==> config.mk <==
export PLATFORM = sky130hd
export DESIGN_NAME = instr_sequencer
export DESIGN_NICKNAME = d
export VERILOG_FILES = /design/src/rtl/instr_sequencer.sv
export SDC_FILE = /design/constraint.sdc
export NUM_CORES = 1
export LEC_CHECK = 0
export ABC_AREA = 1
export ABC_CLOCK_PERIOD_IN_PS = 3700
export CAP_MARGIN = 15
export CORE_ASPECT_RATIO = 2
export CORE_MARGIN = 8
export CORE_UTILIZATION = 40
export DETAILED_ROUTE_END_ITERATION = 16
export GPL_ROUTABILITY_DRIVEN = 0
export PLACE_DENSITY = 0.71
export SKIP_LAST_GASP = 1
export SYNTH_ARGS = -nofsm -noshare
export SYNTH_HDL_FRONTEND = slang
export SYNTH_SLANG_ARGS = --single-unit
export TNS_END_PERCENT = 50
==> constraint.sdc <==
create_clock -name clk -period 3.7 [get_ports clk]
set_clock_uncertainty 0.2 [all_clocks]
set_input_delay 0.74 -clock clk [delete_from_list [all_inputs] [get_ports clk]]
set_output_delay 0.74 -clock clk [all_outputs]
set_load 0.005 [all_outputs]
**Run 1: met3 routing**

Drawn at 6 px/um.
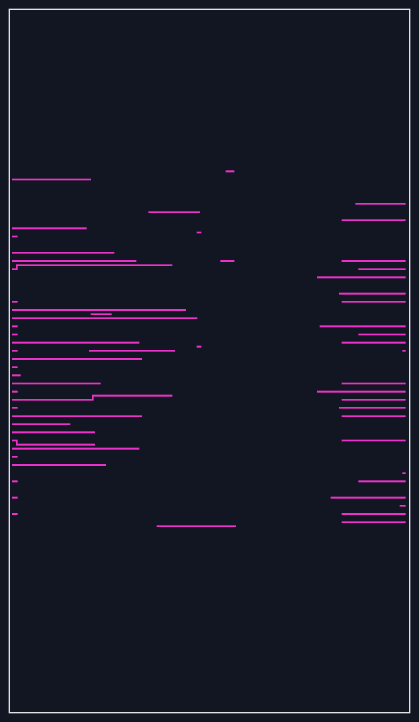
main direction	horizontal
longest straight run	30.6 um
share of all routed wire	12%
wire length on this layer	592 um
nets with wire on the layer	56
WL final: 4900 um
Vias: 1740
met3 usage: 0.0648

**Run 1: sizing map**

Drawn at 6 px/um.
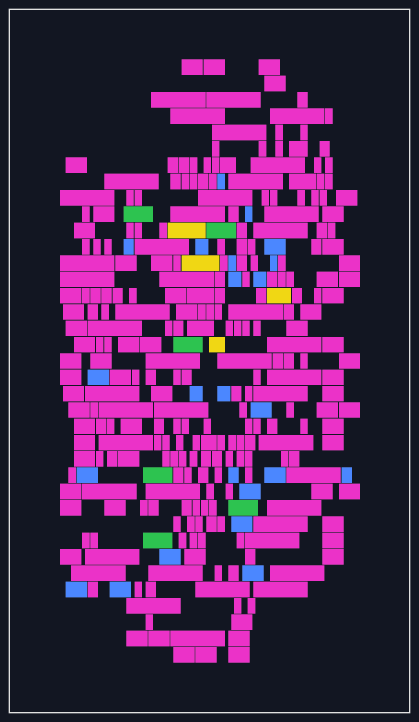
size	colour	cells	share
x2	blue	23	7.6%
x1 and smaller	magenta	268	89%
x3 and x4	yellow	4	1.3%
x6 and larger	green	6	2.0%
setup ws final: 0.771 ns
post-route cell area: 2810 sq um
Area growth syn-to-layout: 37.9%
Plain + repair buffers: 65

**Run 1: routed metal per tile**

Drawn at 4 px/um. 13 x 23 tiles, from black (low) to pale yellow (high), scaled to the fullest tile. Values are wire area over tile area, all layers added.
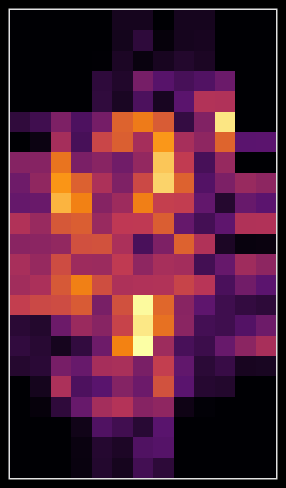
tiles over half the peak	16%
mean over tiles	0.11
nearly empty tiles	25%
fullest tile	0.42
GR Util All Layers: 0.135
Routed wire per std cell: 13.7 um

==> impl_metrics.ini, run 1 <==
; implementation run metrics
[run_status]
status = completed

[layout]
final_core_util = 0.557
final_common_cell = clkdlybuf4s50_1
n_fill_cell = 442
logic_area_sq_um = 767
clkCellAreaFrac = 0.0329
ff_latch_area_sq_um = 1100
inv_count = 36
lay_top_cells = 63 x clkdlybuf4s50_1, 44 x nand2_1, 44 x dfrtp_1
seq_cells = 44
largest_reg_flops = 16
layout.cells.non_filler = 359
comb_share = 0.273
buffer_area_frac = 0.229
clkbuf_count = 6
antenna_cells = 0

[synthesis]
yosys_most_used_dff = dfrtp_1
postSynthSeqShare = 0.540
syn-num-nets = 258
ys_cells = 234
synth_top_area_share = 0.540
yosys_warnings = 0
xor_share = 0.00429
syn_inst = 234
mux_share = 0
ys_sh_adder = 0.0184
synth_area_sq_um = 2040
compound_area_frac = 0.0650
ys_top_logic_family = simple AND/OR/NAND/NOR gates
avgSynthCellArea_sq_um = 8.72
yosysTopAreaCell = dfrtp_1
synthTopCellsByArea = dfrtp_1 54%, nand2_1 8.1%, nor2_1 6.3%

[pwr]
power_combinational_uw = 927
pwr-share-comb = 0.462
intPower_uw = 1200
power_leader = combinational logic
p_leak_uw = 0.00131
vdd_drop_max_v = 0.000451
p_total_uw = 2010
p_per_area_nw_per_um2 = 713
switchingPower_uw = 804
clock_net_power_uw = 308

[critical_path]
arrival_ns = 1.99
cp_cell_sequence = clkdlybuf4s50_1, nand3_1, inv_1, clkdlybuf4s50_1
path_depth = 4
crit_path_end_kind = primary output
path_class = input pin to primary output
r2r_slack_ns = 1.40
start_kind = input pin
r2r_cells = 8
cp.buffers_inverters = 3
crit_required_ns = 2.76

[die]
core_sq_um = 5050
chip_area_sq_um = 7780
fp_util = 0.404
rows = 37
taps = 58

[placed_design]
hpwl_um = 3640
portBuffers = 64
place_ws_ns = 0.778

[cts]
clk_latency_ns = 0.30
clk_pin_slew_ns = 0.08
cts_hold_buf = 0
cts_htree_levels = 2
clockBufferDepth = 2
cts-root-buf = clkbuf_8
cts_setup_buffers = 0
clock_sinks = 44
post_cts_resized = 0

[drt]
m1WireLength_um = 2020
first_pass_iters = 4
ant_nets = 0
drtIter0Drc = 58
via_per_inst = 4.85
top_signal_layer_used = met4
route.met3.wl_um = 591

[sta]
finalCriticalPeriod_ns = 2.93
maxSlewHeadroom = 0.364
clock.fmax_ghz = 0.341
finalClockPeriodUsage = 0.792
setup_viol = 0
setup_tns_ns = 0
finalMaxSlewViolations = 0

[global_routing]
grt_pass1_vias = 1853
use_met1 = 0.152
grt_start_max_net_pins = 45
grt_pass1_wl_um = 8280

[hold_path]
min_path_cells = 2
**Run 1: the clock network**

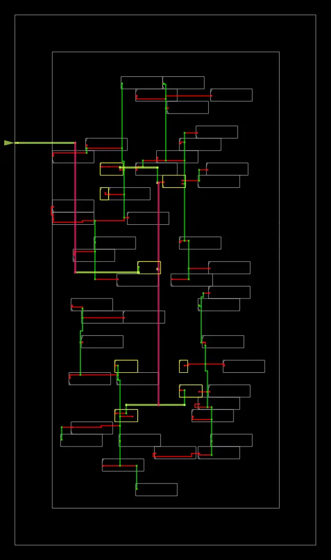

==> run 2: changes to the inputs <==
- ABC_CLOCK_PERIOD_IN_PS: 3700 -> 2800
- clock period: 3.7 -> 2.8 ns (I/O delays scaled with it)
**Run 2: the clock network**

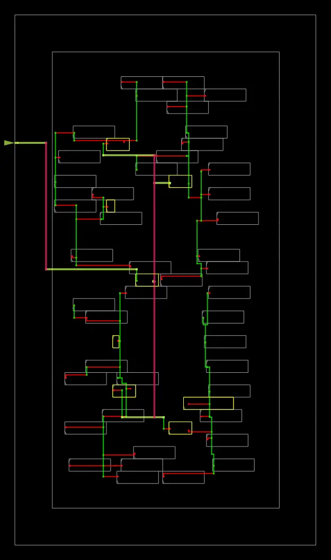
Flop Count: 44
Clock Sinks: 44

**Run 2: register map, names as in the netlist**

Drawn at 4 px/um.
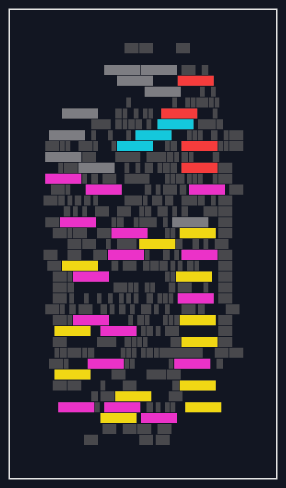
name in the netlist	colour	sequential cells
state	cyan	3
sc	red	4
ir_out	magenta	16
rr_op	yellow	12
Final Util: 0.562
seq pwr: 1020 uW
Reg area: 1100 sq um

==> run 2 against run 1 <==
  * Flip-flop count is the same
  * Critical path depth unchanged
  * Largest cell class unchanged
  * Synthesized cell count did not move
  * Via count barely moved
  * Largest power group unchanged
  * Power increased by 36%
==> impl_metrics.ini, run 2 <==
; implementation run metrics
[run_status]
status = completed

[critical_path]
cp_cell_sequence = clkdlybuf4s50_1, nand3_1, inv_1, clkdlybuf4s50_1
path_depth = 4
arrival_ns = 1.83
crit_path_end_kind = primary output
path_common_cell = clkdlybuf4s50_1
r2r_cells = 8
path_class = input pin to primary output
r2r_slack_ns = 0.57
cp.buffers_inverters = 3

[placed_design]
place_ws_ns = 0.213
portBuffers = 64

[cts]
cts_htree_levels = 2
clk_latency_ns = 0.30
cts-root-buf = clkbuf_8
clockBufferDepth = 2
cts_hold_buf = 0
clk_pin_slew_ns = 0.08

[global_routing]
grt_pass1_wl_um = 8340
use_met1 = 0.145
track_usage = 0.136
grt_use_met3 = 0.0744
grt_pass1_vias = 1841

[drt]
first_pass_iters = 4
vias = 1739
drc_errors = 0
wl_um = 4860
route.met3.wl_um = 700
ant_nets = 0
drtIter0Drc = 33
m1WireLength_um = 1860
post_drt_wl_per_cell_um = 13.5

[die]
rows = 37
chip_area_sq_um = 7780
fp_util = 0.404
core_sq_um = 5050
taps = 58
num_io_pins = 65

[sta]
finalMaxSlewViolations = 0
setup_tns_ns = 0
finalCriticalPeriod_ns = 2.59
clock.fmax_ghz = 0.385
finalClockPeriodUsage = 0.926
maxSlewHeadroom = 0.371

[pwr]
p_per_area_nw_per_um2 = 960
intPower_uw = 1660
switchingPower_uw = 1060
power_combinational_uw = 1230
pwr-share-comb = 0.451
clock_net_power_uw = 474
power_leader = combinational logic
p_leak_uw = 0.00132
vdd_drop_max_v = 0.000521

[synthesis]
synth_top_area_share = 0.540
xor_share = 0.00429
compound_area_frac = 0.0650
ys_sh_adder = 0.0184
synth_area_sq_um = 2040
syn-num-nets = 258
postSynthSeqShare = 0.540
avgSynthCellArea_sq_um = 8.72
yosys_warnings = 0
yosys_most_used_dff = dfrtp_1
ys_cells = 234
syn_inst = 234
yosysTopAreaCell = dfrtp_1
synthTopCellsByArea = dfrtp_1 54%, nand2_1 8.1%, nor2_1 6.3%
ys_top_logic_family = simple AND/OR/NAND/NOR gates

[layout]
clkCellAreaFrac = 0.0380
area_growth_pct = 39.0
buffer_area_frac = 0.230
lay_top_cells = 63 x clkdlybuf4s50_1, 44 x nand2_1, 44 x dfrtp_1
n_all_buffers = 66
clkbuf_count = 6
final_common_cell = clkdlybuf4s50_1
antenna_cells = 0
largest_reg_flops = 16
inv_count = 36
design_area_sq_um = 2830
comb_share = 0.271
Power is estimated from default activity; no workload was simulated.
